==> images/met1.png <==
Scale bar: 20 um.
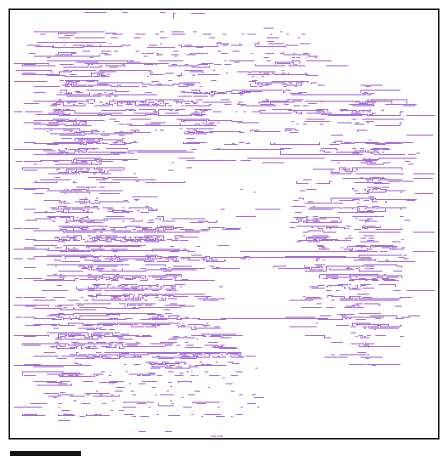
==> images/met2.png <==
Scale bar: 20 um. Cells faint in the background.
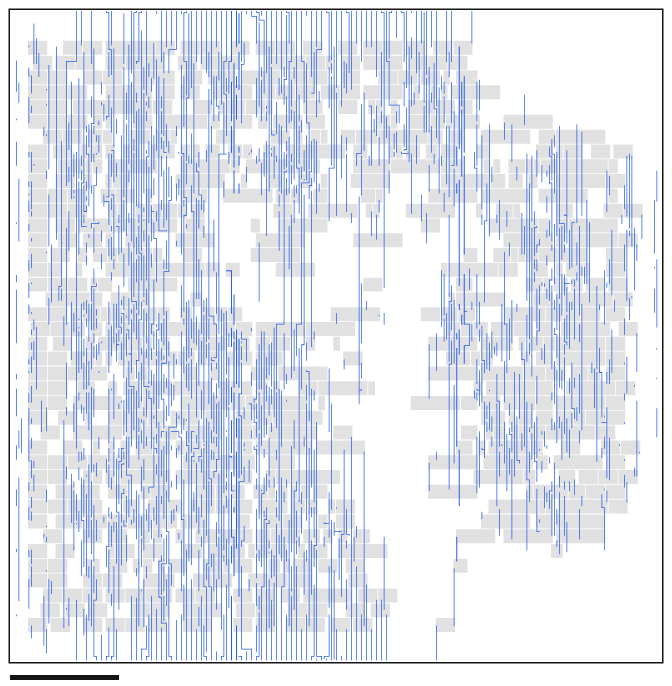
**src/rtl/wb_pkg.sv**
```systemverilog
// Shared types for the write-back stage: result-source select, load widths and FSM state.
package wb_pkg;

  typedef enum logic [1:0] {
    WB_ALU = 2'd0,
    WB_MEM = 2'd1,
    WB_PC4 = 2'd2,
    WB_IMM = 2'd3
  } wb_sel_e;

  typedef enum logic [2:0] {
    LD_LB  = 3'd0,
    LD_LH  = 3'd1,
    LD_LW  = 3'd2,
    LD_LBU = 3'd4,
    LD_LHU = 3'd5
  } load_type_e;

  typedef enum logic {
    ST_EMPTY = 1'b0,
    ST_FULL  = 1'b1
  } wb_state_e;

endpackage

```
**src/rtl/wb_stage_load_align.sv**
```systemverilog
// Combinational load data extraction: picks the byte/half/word addressed by addr_lo
// out of the low memory word and sign- or zero-extends it to WIDTH.
module load_align
  import wb_pkg::*;
#(
  parameter int WIDTH = 32
) (
  input  logic [WIDTH-1:0] data_in,
  input  logic [1:0]       addr_lo_in,
  input  logic [2:0]       load_type_in,
  output logic [WIDTH-1:0] result_out
);

  logic [31:0] w_word;
  logic [7:0]  w_byte;
  logic [15:0] w_half;

  assign w_word = data_in[31:0];
  assign w_byte = w_word[{addr_lo_in, 3'b000} +: 8];
  // Halfword selection ignores addr_lo[0]; misaligned halves are not split.
  assign w_half = w_word[{addr_lo_in[1], 4'b0000} +: 16];

  always_comb begin
    result_out = WIDTH'($signed(w_word));
    case (load_type_in)
      LD_LB:   result_out = WIDTH'($signed(w_byte));
      LD_LH:   result_out = WIDTH'($signed(w_half));
      LD_LBU:  result_out = WIDTH'(w_byte);
      LD_LHU:  result_out = WIDTH'(w_half);
      default: result_out = WIDTH'($signed(w_word));
    endcase
  end

endmodule

```
**src/rtl/wb_stage.sv**
```systemverilog
// Write-back stage: single-entry holding register in front of the register-file
// write port, with forwarding of the held result and a retired-instruction counter.
//
// state    | meaning
// ST_EMPTY | no entry held, stage always ready
// ST_FULL  | one resolved result held, drains when rf_ready_in=1
module wb_stage
  import wb_pkg::*;
#(
  parameter int WIDTH  = 32,
  parameter int REG_AW = 5
) (
  input  logic              clk_in,
  input  logic              rst_in,
  input  logic              valid_in,
  output logic              ready_out,
  input  logic              flush_in,
  input  logic [1:0]        wb_sel_in,
  input  logic [2:0]        load_type_in,
  input  logic [1:0]        addr_lo_in,
  input  logic [WIDTH-1:0]  mem_data_in,
  input  logic [WIDTH-1:0]  alu_res_in,
  input  logic [WIDTH-1:0]  pc4_in,
  input  logic [WIDTH-1:0]  imm_in,
  input  logic [REG_AW-1:0] rd_addr_in,
  input  logic              reg_write_in,
  input  logic              rf_ready_in,
  output logic              rf_we_out,
  output logic [REG_AW-1:0] rf_addr_out,
  output logic [WIDTH-1:0]  rf_data_out,
  output logic              fwd_valid_out,
  output logic [REG_AW-1:0] fwd_addr_out,
  output logic [WIDTH-1:0]  fwd_data_out,
  output logic [31:0]       retire_cnt_out
);

  wb_state_e         r_state;
  logic [WIDTH-1:0]  r_data;
  logic [REG_AW-1:0] r_rd;
  logic              r_rw;
  logic [31:0]       r_cnt;

  logic              w_full;
  logic              w_ready;
  logic              w_capture;
  logic              w_drain;
  logic              w_dest_ok;
  logic [WIDTH-1:0]  w_mem_res;
  logic [WIDTH-1:0]  w_result;

  load_align #(.WIDTH(WIDTH)) u_align (
    .data_in      (mem_data_in),
    .addr_lo_in   (addr_lo_in),
    .load_type_in (load_type_in),
    .result_out   (w_mem_res)
  );

  always_comb begin
    w_result = alu_res_in;
    case (wb_sel_in)
      WB_ALU:  w_result = alu_res_in;
      WB_MEM:  w_result = w_mem_res;
      WB_PC4:  w_result = pc4_in;
      WB_IMM:  w_result = imm_in;
      default: w_result = alu_res_in;
    endcase
  end

  assign w_full    = (r_state == ST_FULL);
  assign w_ready   = !w_full || rf_ready_in;
  // Flush wins over both capture and drain in the same cycle.
  assign w_capture = valid_in && w_ready && !flush_in;
  assign w_drain   = w_full && rf_ready_in && !flush_in;
  assign w_dest_ok = r_rw && (r_rd != '0);

  always_ff @(posedge clk_in or posedge rst_in) begin
    if (rst_in) begin
      r_state <= ST_EMPTY;
      r_data  <= '0;
      r_rd    <= '0;
      r_rw    <= 1'b0;
      r_cnt   <= '0;
    end else begin
      if (w_drain)
        r_cnt <= r_cnt + 32'd1;
      if (flush_in) begin
        r_state <= ST_EMPTY;
      end else if (w_capture) begin
        r_state <= ST_FULL;
        r_data  <= w_result;
        r_rd    <= rd_addr_in;
        r_rw    <= reg_write_in;
      end else if (w_drain) begin
        r_state <= ST_EMPTY;
      end
    end
  end

  assign ready_out      = w_ready;
  assign rf_we_out      = w_full && w_dest_ok && rf_ready_in && !flush_in;
  assign rf_addr_out    = r_rd;
  assign rf_data_out    = r_data;
  assign fwd_valid_out  = w_full && w_dest_ok;
  assign fwd_addr_out   = r_rd;
  assign fwd_data_out   = r_data;
  assign retire_cnt_out = r_cnt;

endmodule

```
**config.mk**
```make
export PLATFORM = sky130hd
export DESIGN_NAME = wb_stage
export DESIGN_NICKNAME = d
export VERILOG_FILES = /design/src/rtl/wb_pkg.sv /design/src/rtl/wb_stage_load_align.sv /design/src/rtl/wb_stage.sv
export SDC_FILE = /design/constraint.sdc
export NUM_CORES = 1
export LEC_CHECK = 0
export CORE_MARGIN = 3
export CORE_UTILIZATION = 35
export DETAILED_ROUTE_END_ITERATION = 16
export GPL_ROUTABILITY_DRIVEN = 0
export PLACE_DENSITY = 0.82
export SLEW_MARGIN = 20
export SYNTH_ARGS = -nofsm -noshare
export SYNTH_HDL_FRONTEND = slang
export SYNTH_SLANG_ARGS = --single-unit
```
**constraint.sdc**
```tcl
create_clock -name clk_in -period 2.05 [get_ports clk_in]
set_input_delay 0.41 -clock clk_in [delete_from_list [all_inputs] [get_ports clk_in]]
set_output_delay 0.41 -clock clk_in [all_outputs]
set_load 0.01 [all_outputs]
```
==> impl_metrics.tcl <==
# yosys + openroad results
set metrics [dict create \
    status "completed" \
    fp_nets 666 \
    ir_drop_mv 0.343 \
    portBuffers 254 \
    total_power_mw 4.82 \
    final_cell_mix "clkdlybuf4s50_1, nand2_1, dfrtp_1" \
    chipWidth_um 120 \
    ys_seq_share_pct 39.2 \
    relSlewSlack_pct 72.0 \
    antenna_found_initial 0 \
    postCtsHoldBufs 0 \
    hold_path.class "reg -> reg" \
    cp-start-kind "flip-flop" \
    rows 40 \
    netlist_area_mm2 0.00454 \
    cts_setup_buffers 0 \
    p_sw_mw 1.42 \
    hold_violations 0 \
    antenna_cells 0 \
    grt_use_met3_pct 3.96 \
    viasPerCell 5.35 \
    worstHoldStart "retire_cnt_out[12]$_DFFE_PP0P_" \
    crit_path_end_kind "output pin" \
    track_usage_pct 23.3 \
    cts-resized-gates 10 \
    dp.cells 926 \
    crit_path_cell_trace "or4_4 > o21ai_2 > nor2_1 > buf_2" \
    avgSynthCellArea_um2 8.74 \
    seq_power_share_pct 36.8 \
    drt_iter0_drc 368 \
    ctsHtreeMaxLevel 3 \
]
Notes on met1.png above:
The layer carries 6,320 um of wire. 784 nets have wire on it. The wires run mostly horizontal.

Notes on met2.png above:
The layer carries 8,950 um of wire. The layer holds 52% of the routed length. The longest straight run is 58.8 um. The wires run mostly vertical. 815 nets have wire on it.

[area by class of cell]
class | instances | area [um^2]
Timing Repair Buffer | 304 | 2980
Sequential cell | 71 | 1780
Multi-Input combinational cell | 369 | 2330
Fill cell | 1015 | 4710
Clock buffer | 14 | 254
Inverter | 14 | 56.3
Tap cell | 168 | 210
Clock inverter | 1 | 5.00
[Yosys cell counts (9+ instances only)]
cell type  number  area share [%]
xor2_1         10             1.9
o221ai_1        9             1.7
nor2_1         34             2.8
o21ai_0        49             5.4
a211oi_1       12             2.0
mux2i_1        31             6.8
inv_1          14             1.2
nand4_1        10             1.4
a22oi_1        16             2.6
nand3_1        23             2.5
nor2b_1        10             1.4
dfrtp_1        71              39
nand2_1        78             6.5
a21oi_1        13             1.4
xnor2_1        21             4.1
clkbuf_1       20             1.7
buf_4          39             6.5
